**src/rtl/clock_monitor.sv**
```systemverilog
// Resynchronises a slow/divided clock into clk, emits rise/fall strobes,
// measures the slow-clock period in clk cycles and flags loss of the slow clock.
module clock_monitor #(
  parameter int unsigned SYNC_STAGES  = 2,
  parameter int unsigned PERIOD_WIDTH = 16,
  parameter int unsigned TIMEOUT      = 1000
) (
  input  logic                    clk,
  input  logic                    rst,
  input  logic                    clk_in,
  output logic                    rise,
  output logic                    fall,
  output logic [PERIOD_WIDTH-1:0] period,
  output logic                    period_valid,
  output logic                    lost
);

  typedef enum logic [1:0] {StWaitFirst, StMeasure, StLocked, StLost} state_e;

  localparam logic [PERIOD_WIDTH-1:0] CntMax     = '1;
  localparam logic [PERIOD_WIDTH-1:0] CntOne     = PERIOD_WIDTH'(1);
  localparam logic [PERIOD_WIDTH-1:0] TimeoutVal = PERIOD_WIDTH'(TIMEOUT);

  logic [SYNC_STAGES-1:0]  sync_q, sync_d;
  logic                    hist_q, hist_d;
  logic                    rise_q, rise_d;
  logic                    fall_q, fall_d;
  logic [PERIOD_WIDTH-1:0] cnt_q, cnt_d;
  logic [PERIOD_WIDTH-1:0] tmo_q, tmo_d;
  logic [PERIOD_WIDTH-1:0] period_q, period_d;
  logic                    valid_q, valid_d;
  logic                    lost_q, lost_d;
  state_e                  state_q, state_d;

  logic s;
  logic tmo_hit;

  // Synchroniser, history flop and edge detection
  always_comb begin
    sync_d = {sync_q[SYNC_STAGES-2:0], clk_in};
    s      = sync_q[SYNC_STAGES-1];
    hist_d = s;
    rise_d = s & ~hist_q;
    fall_d = ~s & hist_q;
  end

  // Period counter restarts at 1 on each rise and saturates instead of wrapping
  always_comb begin
    cnt_d = cnt_q;
    if (rise_d) begin
      cnt_d = CntOne;
    end else if (cnt_q != CntMax) begin
      cnt_d = cnt_q + CntOne;
    end
  end

  // Timeout counter is frozen while waiting for the first rise and once lost
  always_comb begin
    tmo_d = tmo_q;
    if (rise_d || fall_d) begin
      tmo_d = '0;
    end else if (state_q != StLost && state_q != StWaitFirst) begin
      tmo_d = tmo_q + CntOne;
    end
  end

  assign tmo_hit = (tmo_q >= TimeoutVal);

  // A rise always takes priority over a timeout in the same cycle
  always_comb begin
    state_d  = state_q;
    period_d = period_q;
    valid_d  = valid_q;
    lost_d   = lost_q;
    unique case (state_q)
      StWaitFirst: begin
        if (rise_d) begin
          state_d = StMeasure;
        end
      end
      StMeasure, StLocked: begin
        if (rise_d) begin
          state_d  = StLocked;
          period_d = cnt_q;
          valid_d  = 1'b1;
        end else if (tmo_hit) begin
          state_d = StLost;
          lost_d  = 1'b1;
          valid_d = 1'b0;
        end
      end
      StLost: begin
        if (rise_d) begin
          state_d = StMeasure;
          lost_d  = 1'b0;
        end
      end
      default: state_d = StWaitFirst;
    endcase
  end

  always_ff @(posedge clk or posedge rst) begin
    if (rst) begin
      sync_q   <= '0;
      hist_q   <= 1'b0;
      rise_q   <= 1'b0;
      fall_q   <= 1'b0;
      cnt_q    <= '0;
      tmo_q    <= '0;
      period_q <= '0;
      valid_q  <= 1'b0;
      lost_q   <= 1'b0;
      state_q  <= StWaitFirst;
    end else begin
      sync_q   <= sync_d;
      hist_q   <= hist_d;
      rise_q   <= rise_d;
      fall_q   <= fall_d;
      cnt_q    <= cnt_d;
      tmo_q    <= tmo_d;
      period_q <= period_d;
      valid_q  <= valid_d;
      lost_q   <= lost_d;
      state_q  <= state_d;
    end
  end

  assign rise         = rise_q;
  assign fall         = fall_q;
  assign period       = period_q;
  assign period_valid = valid_q;
  assign lost         = lost_q;

endmodule

```
**config.mk**
```make
export PLATFORM = sky130hd
export DESIGN_NAME = clock_monitor
export DESIGN_NICKNAME = d
export VERILOG_FILES = /design/src/rtl/clock_monitor.sv
export SDC_FILE = /design/constraint.sdc
export NUM_CORES = 1
export LEC_CHECK = 0
export CAP_MARGIN = 20
export CORE_UTILIZATION = 50
export CTS_CLUSTER_DIAMETER = 150
export DETAILED_ROUTE_END_ITERATION = 12
export PLACE_DENSITY_LB_ADDON = 0.1
export SETUP_SLACK_MARGIN = 0.15
export SLEW_MARGIN = 0
export SYNTH_ARGS = -nofsm -noshare
export SYNTH_HDL_FRONTEND = slang
export SYNTH_SLANG_ARGS = --single-unit
export TNS_END_PERCENT = 1
```
**constraint.sdc**
```tcl
create_clock -name clk -period 5.1 [get_ports clk]
set_input_delay 1.53 -clock clk [delete_from_list [all_inputs] [get_ports clk]]
set_output_delay 1.53 -clock clk [all_outputs]
set_load 0.005 [all_outputs]
```
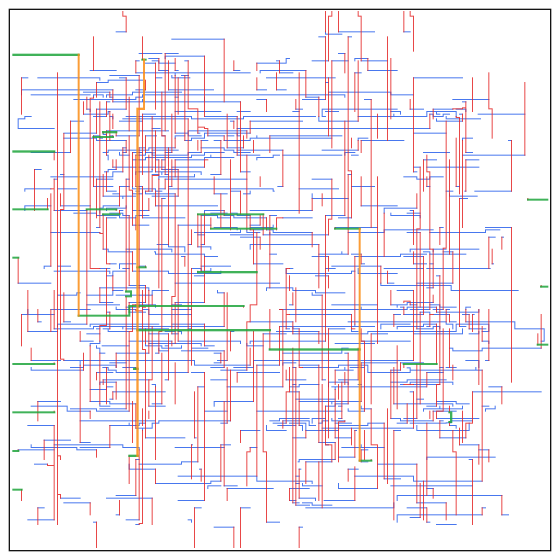
run_1/metal_stack.png
legend:
  green:
    layer: met3
    wire_length: 149 µm
  red:
    layer: met2
    wire_length: 2430 µm
  blue:
    layer: met1
    wire_length: 2530 µm
  orange:
    layer: met4
    wire_length: 126 µm
GRT Total Usage: 20.78%
Routed wire per std cell: 14.96 µm

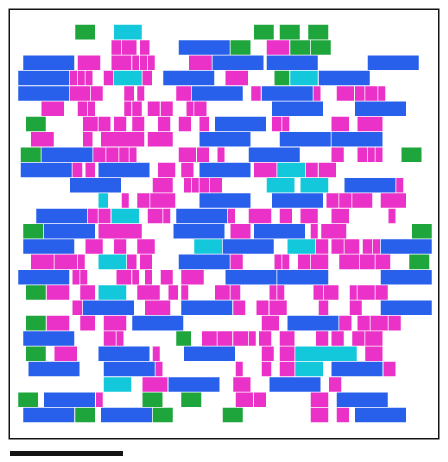
run_1/cell_classes.png
The bar under the picture is 20 µm long.
legend:
  blue:
    class: flip-flops
    cells: 57
    share_of_their_area: 45%
  green:
    class: other buffers and delay cells
    cells: 24
    share_of_their_area: 7.5%
  magenta:
    class: all other logic
    cells: 184
    share_of_their_area: 40%
  cyan:
    class: clock drivers and dummy loads
    cells: 15
    share_of_their_area: 6.8%

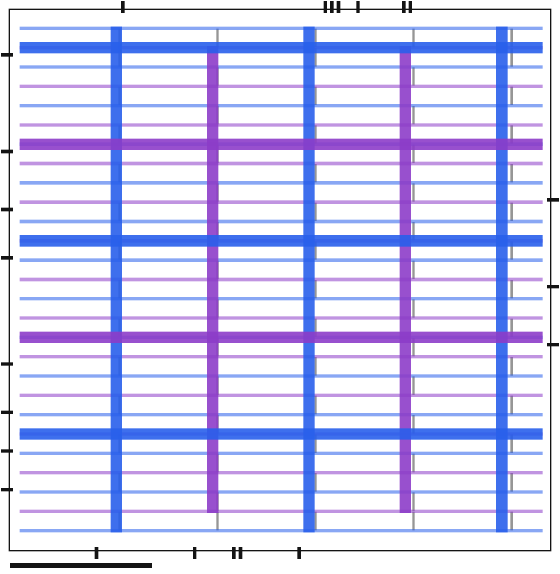
run_1/pdn.png
The bar under the picture is 20 µm long. Pins as bars on the die edge. Tap cells in gray.
legend:
  blue:
    net: VSS
  purple:
    net: VDD
met4 straps: 5
rows: 26
die x size: 76.01 µm
maximum VDD drop: 0.1824 mV

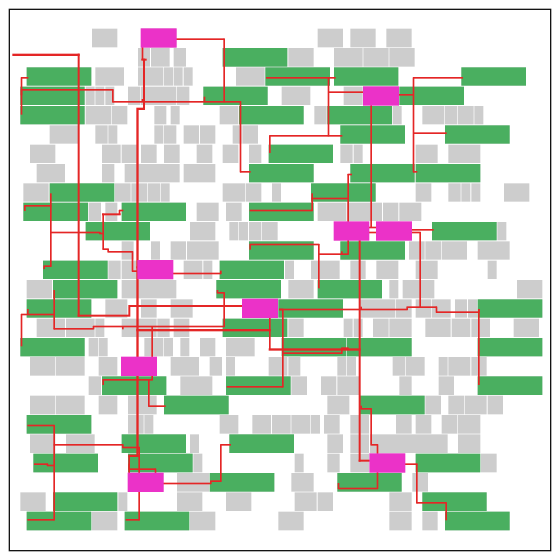
run_1/clock_map.png
legend:
  red:
    item: clock wires
    length: 745 µm
  green:
    item: flip-flops
    count: 57
  magenta:
    item: cells driving clock nets
    count: 9
flops lie: spread over the die
Latency at later pin: 0.34 ns
Clk pwr share: 36.5%
Clk power: 0.448 mW

==> ci_impl_report.md, run 1 <==
### Flow metrics

| Metric | Value |
|---|---|
| Final non-filler cell total | `around 350` |
| CTS clk-pin slew, worst paths | `~0.07 ns` |
| DRC viols | `0` |
| Post-route setup TNS | `0 ns` |
| Vias per cell | `5.666` |
| Top area contributor share | `52.08%` |
| Post-DRT Antenna Nets | `0` |
| Worst-path fanout max | `3` |
| F_max | `365.6 MHz` |
| Comb. pwr | `0.223 mW` |
| Tot Pwr | `~1.2 mW` |
| Core ar. | `5205 µm²` |
| Seq. pwr | `approximately 0.56 mW` |
| Final WS setup | `2.365 ns` |
| Endpoint type of the worst setup path | `output pin` |
| Tcrit/Tclk final | `a little over half` |
| Resized cells post-CTS | `0` |
| Min Tclk post-route | `approximately 2.7 ns` |
| Vias post-DR | `roughly 2000` |
| NetSw | `0.3400 mW` |
| R2R setup slack | `2.77 ns` |
| Comb area share | `37.23%` |
| CTS Sinks | `57` |
| Worst r2r path cells | `6` |
| Post-synth seq share | `52.08%` |
| Worst Setup SP | `lost$_DFFE_PP0P_` |
| CTS Buf Count | `9` |
| Final Net Count | `around 290` |
| Area grow syn2layout | `17.68%` |
| Root Buffer | `clkbuf_8` |
| Sequential power share | `45.4%` |
| Synth cell count leaders | `57 x dfrtp_1, 16 x inv_1, 16 x mux2_2` |
| Antenna cells | `0` |
| Pre-CTS WS | `2.230 ns` |
| IO Port Bufs | `22` |
| Non-clk bufs | `24` |
| Gr ovfl total | `0` |
| Reg-to-Reg End | `tmo_q[12]$_DFFE_PP0P_` |
| Critical Path Start Type | `register` |
| Clock Path Buffers | `2` |
| CP peak stage delay | `0.50 ns` |
| CTS tree | `done` |
| Post-route cell area | `3223 µm²` |
| Kind of critical path | `reg -> out` |
| Yosys stat cell total | `253` |
| Power Dens Cells | `380.9 nW/µm²` |
| Layout non-clock buf frac | `about 7.3%` |
| Run status | `complete, no violations` |
| Multi-input gates | `168` |
| Layout cell share with drive strength beyond 1 | `13.57%` |
| Postcts setup bufs | `0` |
| Logic area | `1200 µm²` |
| Critical Path Sink | `lost` |
| Dominant kind of cell by area | `sequential cells` |
| Count of pins over their slew limit | `0` |
| EDFF count, synth | `0` |
| Slew of the pin with the lowest slew margin | `0.9034 ns` |
| Total Wirelength | `between 5000 and 6000 µm` |
| CP Data Arrival Time | `1.21 ns` |
| #FFs+latches synth | `between 50 and 60` |
| Post-synth top flop | `dfrtp_1` |
| Clock buf count | `13` |
| Area leader, netlist | `dfrtp_1` |
| Tool warning count | `29` |
| Dominant logic cell type in the layout | `dfrtp_1` |
| Worst slew margin | `39.69%` |
| Floorplan utilization | `around 53%` |
| Hold path depth | `0` |
| Post-Synthesis Cells | `253` |
| Synth Warn # | `0` |
| Synthesized net count | `262` |
| Count of buffer and inverter cells on the critical path | `1` |
| Layout inverter count without the clock tree | `16` |
| Count of final setup violators | `0` |
| Iter 0 DRT Violations | `135` |
| Async SR Flop Fraction | `100.0%` |
| Min-delay src | `sync_q[0]$_DFF_PP0_` |
| Levels on crit path | `1` |
| Largest net degree at the start of global routing | `44` |
| RSZ-0062 raised after global routing | `no` |
| Placed inst area | `3009 µm²` |
| Worst path slowest cell | `clkdlybuf4s50_1` |
| GP Congestion | `0.7648` |
| Flop count | `57` |
| Initial antenna violation count | `0` |
| Num rows | `26` |
| Leakage | `1.416 nW` |
| Drt pass-1 iters | `4` |
| Seq/total area | `44.25%` |
| Max Cap Viol | `0` |
| ClkCell Share | `about 6.6%` |
| Num ports | `23` |
| Post-Route Utilization | `61.92%` |
run 1: metal layers:
layer | wire length, µm | vias to the layer above | global-route usage, % | part of all wire, %
li1 | - | 961 | - | -
met1 | 2529 | 971 | 27.68 | 48
met2 | 2432 | 41 | 31.36 | 46
met3 | 148 | 10 | 3.593 | 2.8
met4 | 126 | 0 | 13.65 | 2.4
met5 | 0 | - | 0 | 0
run 1: logic make-up after synthesis:
logic type                 count (synthesis)  synth area share, %
DFF                                       57                52.08
adders and majority gates                  6                2.741
and+or+nand+nor                           92                19.96
xor gates and xnor gates                  10                3.198
AOI/OAI and AO/OA                         39                9.502
muxes                                     21                8.406
buffers and inverters                     28                4.112
## Run 2: what changed since run 1
==> constraint.sdc (replaced) <==
create_clock -name clk -period 2.55 [get_ports clk]
set_input_delay 0.765 -clock clk [delete_from_list [all_inputs] [get_ports clk]]
set_output_delay 0.765 -clock clk [all_outputs]
set_load 0.005 [all_outputs]
==> run 2 against run 1 <==
  * Combinational power grew 100%
  * Clock power up about 90%
  * Via count is 2.0% lower
  * First-iteration DRC count fell by 56%
  * Non-clock buffer count rose by 2
==> ci_impl_report.md, run 2 <==
### Flow metrics

| Metric | Value |
|---|---|
| Run status | `complete, no violations` |
| Tool warning count | `29` |
| Kind of critical path | `reg -> reg` |
| Distinct lib cells | `42` |
| Final Hold Viols | `0` |
| Multi-input gates | `168` |
| Core ar. | `5205 µm²` |
| Worst r2r path cells | `5` |
| First-pass GRT wire length | `around 9000 µm` |
| Count of pins over their slew limit | `0` |
| Layout non-clock buf frac | `8.105%` |
| Maximum VDD drop | `0.4653 mV` |
| Num ports | `23` |
| Worst slew margin | `69.31%` |
| Switching Share | `29.09%` |
| Latency at later pin | `0.34 ns` |
| Combinational Power Share | `18.8%` |
| Post-synth seq share | `52.08%` |
| Power Dens Cells | `743.9 nW/µm²` |
| Met2 WL post-DR | `between 2000 and 2500 µm` |
| RSZ-0062 raised after global routing | `no` |
| R2R Path Start | `state_q[0]$_DFFE_PP0P_` |
| ClkCell Share | `6.330%` |
| Min Tclk post-route | `2.103 ns` |
| Synth top cell by count | `dfrtp_1` |
| Initial antenna violation count | `0` |
| EDFF count, synth | `0` |
| Post-route cell area | `3242 µm²` |
| Drt pass-1 iters | `4` |
| Largest net degree at the start of global routing | `58` |
| Clock Path Buffers | `2` |
| Endpoint type of the worst setup path | `register` |
| Placed Cells incl. Taps | `337` |
| Vias per cell | `5.504` |
| Met3 WL | `182 µm` |
| Yosys stat cell total | `253` |
| Sequential power share | `45.9%` |
| Seq/total area | `44.00%` |
| Die area | `5778 µm²` |
| And+or+nand+nor area frac | `19.96%` |
| Postcts setup bufs | `0` |
| Floorplan utilization | `52.62%` |
| Layout fillers | `447` |
| Worst Setup SP | `state_q[0]$_DFFE_PP0P_` |
| Gr ovfl total | `0` |
| Min-delay src | `sync_q[0]$_DFF_PP0_` |
| CTS tree | `done` |
| Vias post-DR | `1943` |
| Layout cell share with drive strength beyond 1 | `14.49%` |
| Uppermost layer routed | `met4` |
| Clock Skew | `approximately 0.012 ns` |
| Post-Synthesis Cells | `253` |
| Placed inst area | `3037 µm²` |
| Hold path depth | `0` |
| Dominant logic cell type in the layout | `dfrtp_1` |
| GR met3 Demand/Resource | `7.665%` |
| Register area | `~1400 µm²` |
| M1 GR Usage | `25.52%` |
| Critical Path Start Type | `register` |
| Area grow syn2layout | `18.36%` |
| Clk pwr share | `35.2%` |
| Routed wire per std cell | `14.56 µm` |
| Final Net Count | `287` |
| Final WS setup | `0.4467 ns` |
| Count of final setup violators | `0` |
| Critical Path Sink | `tmo_q[12]$_DFFE_PP0P_` |
| Worst-path fanout max | `10` |
| Layout inverter count without the clock tree | `16` |
| Area leader, netlist | `dfrtp_1` |
| Logic area | `approximately 1200 µm²` |
| Internal | `about 1.7 mW` |
| Max Cap Viol | `0` |
| XOR/XNOR Area Share | `under 10%` |
| Async SR Flop Fraction | `100.0%` |
| CP Data Arrival Time | `around 2.4 ns` |
| Vias in the first global route | `1883` |
| IO Port Bufs | `22` |
| Top area contributor share | `a little over half` |
| DP HPWL | `3404 µm` |
| CTS clk-pin slew, worst paths | `0.07 ns` |
| Antenna cells | `0` |
| Post-Route Utilization | `62.28%` |
| Tot Pwr | `between 2 and 2.5 mW` |
| GP Congestion | `0.7910` |
| Post-route setup TNS | `0 ns` |
| Die x size | `between 70 and 80 µm` |
| Iter 0 DRT Violations | `60` |
| R2R setup slack | `between 0.4 and 0.5 ns` |
| Worst Hold End | `sync_q[1]$_DFF_PP0_` |
| Final non-filler cell total | `between 300 and 400` |
| Resized cells post-CTS | `0` |
| F_max | `475.4 MHz` |
| NetSw | `0.7014 mW` |
| Largest logic family | `simple AND/OR/NAND/NOR gates` |
| Leakage | `1.417 nW` |
| Die Ht | `76.01 µm` |
| Reg-to-Reg End | `tmo_q[12]$_DFFE_PP0P_` |
| Met2 Use GR | `31.36%` |
| Worst min path class | `reg -> reg` |
| Flop count | `57` |
| Tap cell instance count | `70` |
| Worst hold slack | `0.3626 ns` |
| CTS H-tree lvls | `3` |
| Most Used Layer, Global Route | `met2` |
| #FFs+latches synth | `around 57` |
| CP required | `2.80 ns` |
| DRC viols | `0` |
| Comb area share | `37.01%` |
| Ao+oa area frac | `a little under a tenth` |
| Cell Area, Synth | `approximately 2700 µm²` |
| Num rows | `26` |
| CTS Hold Buffers Added | `0` |
| Tcrit/Tclk final | `82.48%` |
| Non-clk bufs | `26` |
| Dominant cells by area after synthesis | `dfrtp_1 52%, mux2_2 6.6%, nand4_1 3.2%` |
| Dominant logic cell types in the final layout | `57 x dfrtp_1, 22 x clkdlybuf4s50_1, 16 x mux2_2` |
| Clock buf count | `10` |
| Chip Area, Yosys | `2739 µm²` |
| Post-synth top flop | `dfrtp_1` |
| Dominant kind of cell by area | `sequential cells` |
| Slew of the pin with the lowest slew margin | `0.4562 ns` |
| Synthesized area per cell | `10.83 µm²` |
| Pre-CTS WS | `0.4904 ns` |
| Synthesized net count | `262` |
| Post-DRT Antenna Nets | `0` |
| M1 WL | `2442 µm` |
| Root Buffer | `clkbuf_8` |
| Yosys adder share | `2.741%` |
| CTS Buf Count | `9` |
| Synth Warn # | `0` |
| Mux frac, synth | `8.406%` |
| Synth cell count leaders | `57 x dfrtp_1, 16 x inv_1, 16 x mux2_2` |
| CTS Sinks | `57` |
[run 2: cell types whose count changed in the layout (fill, tap and decap cells not counted), sizes merged]
cell | before | now
clkinv | 1 | 3
clkbuf | 13 | 10
clkinvlp | 0 | 2
buf | 2 | 4
[run 2: power by group through the flow]
stage	combinational [mW]	clock, mW	sequential (mW)
3_5_place_dp	0.459	0	1.13
5_1_grt	0.512	0.916	1.13
3_3_place_gp	0.446	0	1.12
6_report	0.455	0.849	1.11
2_1_floorplan	0.341	0	1.09
4_1_cts	0.460	0.877	1.11
[run 2: critical path: stages, from the launching register on]
cell	delay, ns
dfrtp_1	0.39
ha_1	0.49
or2b_1	0.25
nand3_1	0.19
or4_1	0.53
a21boi_0	0.18
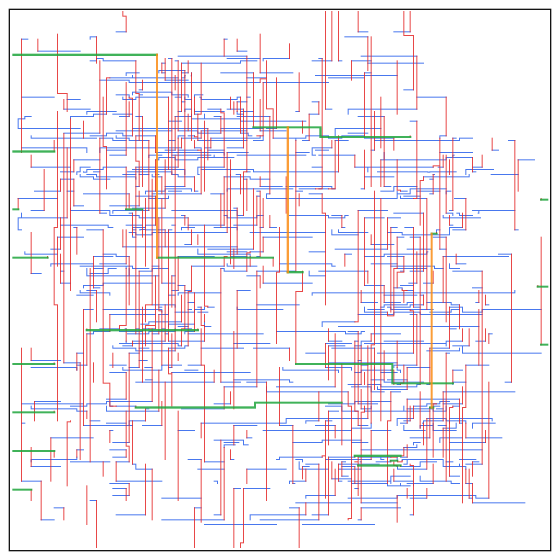
run_2/metal_stack.png
legend:
  green:
    layer: met3
    wire_length: 183 µm
  blue:
    layer: met1
    wire_length: 2440 µm
  red:
    layer: met2
    wire_length: 2440 µm
  orange:
    layer: met4
    wire_length: 73.4 µm
GRT Total Usage: 20.17%
Total Wirelength: 5139 µm

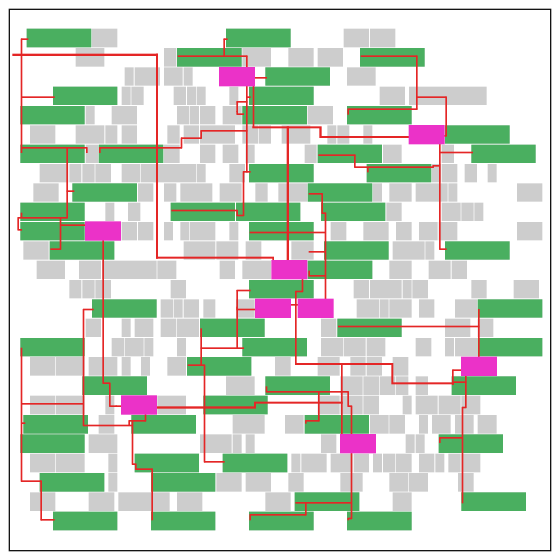
run_2/clock_map.png
legend:
  magenta:
    item: cells driving clock nets
    count: 9
  green:
    item: flip-flops
    count: 57
  red:
    item: clock wires
    length: 745 µm
flops lie: spread over the die
routed clock nets: 10

## Run 3: what changed since run 2
==> constraint.sdc (replaced) <==
create_clock -name clk -period 2.2 [get_ports clk]
set_input_delay 0.66 -clock clk [delete_from_list [all_inputs] [get_ports clk]]
set_output_delay 0.66 -clock clk [all_outputs]
set_load 0.005 [all_outputs]
==> run 3 against run 2 <==
  * Critical path depth increased by 1
  * Clock power increased by 14%
  * Register-to-register slack got worse by 0.18 ns
  * Critical path type unchanged
  * Critical endpoint unchanged
  * Largest power group unchanged
==> ci_impl_report.md, run 3 <==
### Flow metrics

| Metric | Value |
|---|---|
| GP Congestion | `0.8421` |
| Die area | `between 5000 and 6000 µm²` |
| Synth cell count leaders | `57 x dfrtp_1, 16 x inv_1, 16 x mux2_2` |
| M1 GR Usage | `23.92%` |
| Final Net Count | `291` |
| M1 WL | `~2300 µm` |
| Post-synth seq share | `52.08%` |
| Layout fillers | `roughly 450` |
| Yosys adder share | `2.741%` |
| Routed wire per std cell | `roughly 15 µm` |
| Count of pins over their slew limit | `0` |
| Tot Pwr | `2.807 mW` |
| Clock Path Buffers | `2` |
| Resized cells post-CTS | `0` |
| Worst Setup SP | `sync_q[1]$_DFF_PP0_` |
| Async SR Flop Fraction | `100.0%` |
| Critical Path Sink | `tmo_q[12]$_DFFE_PP0P_` |
| Core ar. | `5205 µm²` |
| Placed inst area | `3075 µm²` |
| CTS H-tree lvls | `3` |
| Vias in the first global route | `roughly 2000` |
| Post-DRT Antenna Nets | `0` |
| Run status | `complete, no violations` |
| Post-Route Utilization | `63.15%` |
| Top area contributor share | `52.08%` |
| Met2 Use GR | `34.45%` |
| Cell Area, Synth | `2739 µm²` |
| IO Port Bufs | `22` |
| Slew of the pin with the lowest slew margin | `0.4839 ns` |
| Hold path depth | `0` |
| Power Dens Cells | `854.0 nW/µm²` |
| Layout cell share with drive strength beyond 1 | `15.68%` |
| CTS Hold Buffers Added | `0` |
| Synth Warn # | `0` |
| Levels on crit path | `6` |
| First-pass GRT wire length | `9128 µm` |
| Iter 0 DRT Violations | `60` |
| And+or+nand+nor area frac | `between 10% and 20%` |
| Area grow syn2layout | `20.01%` |
| Drt pass-1 iters | `4` |
| Area leader, netlist | `dfrtp_1` |
| Root Buffer | `clkbuf_8` |
| Final non-filler cell total | `about 360` |
| Met3 WL | `158 µm` |
| Min Tclk post-route | `1.933 ns` |
| Floorplan utilization | `52.62%` |
| Die Ht | `76.01 µm` |
| Synth top cell by count | `dfrtp_1` |
| RSZ-0062 raised after global routing | `yes` |
| Postcts setup bufs | `0` |
| CTS tree | `done` |
| Met2 WL post-DR | `2667 µm` |
| Reg-to-Reg End | `tmo_q[12]$_DFFE_PP0P_` |
| R2R Path Start | `sync_q[1]$_DFF_PP0_` |
| Post-route setup TNS | `0 ns` |
| CP Cell Sequence | `inv_1, ha_1, or2b_1, nand3_1, or4_1, a21boi_0` |
| Dominant logic cell type in the layout | `dfrtp_1` |
| Antenna cells | `0` |
| Count of final setup violators | `0` |
| Die x size | `between 70 and 80 µm` |
| Largest net degree at the start of global routing | `23` |
| Initial antenna violation count | `0` |
| Placed Cells incl. Taps | `340` |
| CTS clk-pin slew, worst paths | `0.07 ns` |
| Num ports | `23` |
| Tcrit/Tclk final | `~90%` |
| CP Data Arrival Time | `2.19 ns` |
| CTS Sinks | `57` |
| Worst Hold End | `sync_q[1]$_DFF_PP0_` |
| GR met3 Demand/Resource | `6.108%` |
| Critical Path Start Type | `register` |
| EDFF count, synth | `0` |
| Most Used Layer, Global Route | `met2` |
| Final WS setup | `0.2669 ns` |
| Min-delay src | `sync_q[0]$_DFF_PP0_` |
| Post-Synthesis Cells | `253` |
| Vias per cell | `5.560` |
| Post-synth top flop | `dfrtp_1` |
| #FFs+latches synth | `57` |
| Mux frac, synth | `8.406%` |
| Endpoint type of the worst setup path | `register` |
| Largest delay share family, worst path | `simple AND/OR/NAND/NOR gates` |
| XOR/XNOR Area Share | `roughly 3.2%` |
| Maximum VDD drop | `0.6138 mV` |
| Worst-path fanout max | `6` |
| GRT Total Usage | `20.27%` |
| Chip Area, Yosys | `approximately 2700 µm²` |
| CP peak stage delay | `0.53 ns` |
| Distinct lib cells | `42` |
| CTS Buf Count | `9` |
| Kind of critical path | `reg -> reg` |
| Post-route cell area | `approximately 3300 µm²` |
==> run 3: cell count changes in the layout (fill, tap and decap cells not counted) <==
cell | previous run | this run
buf_4 | 3 | 6
clkinv_2 | 1 | 4
clkinv_4 | 2 | 0
buf_12 | 1 | 2
inv_2 | 1 | 0
nor4_2 | 1 | 0
nor4_4 | 1 | 2
==> run 3: area by class of cell <==
class,count,area [µm²],share of cell area [%]
repair buffers,30,305.3,9.288
multi-input cells,168,1209,36.77
flip-flops and latches,57,1426,43.40
well taps,70,87.58,2.665
inverters,16,63.81,1.941
clock buffers,10,137.6,4.187
clock inverters,6,57.56,1.751
==> run 3: power breakdown <==
part           switching, mW  internal [mW]  total, mW
Sequential             0.127           1.16       1.29
Combinational          0.268          0.284      0.552
Clock                  0.419          0.545      0.964
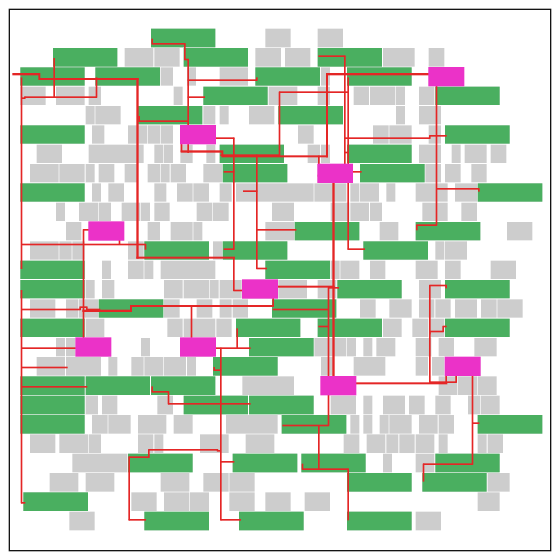
run_3/clock_map.png
legend:
  red:
    item: clock wires
    length: 769 µm
  magenta:
    item: cells driving clock nets
    count: 9
  green:
    item: flip-flops
    count: 57
routed clock nets: 10

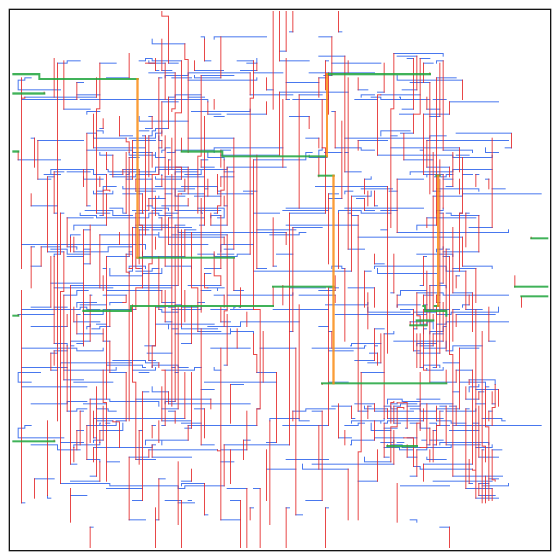
run_3/metal_stack.png
legend:
  orange:
    layer: met4
    wire_length: 84.3 µm
  blue:
    layer: met1
    wire_length: 2320 µm
  green:
    layer: met3
    wire_length: 159 µm
  red:
    layer: met2
    wire_length: 2670 µm

Power is estimated from default activity; no workload was simulated.
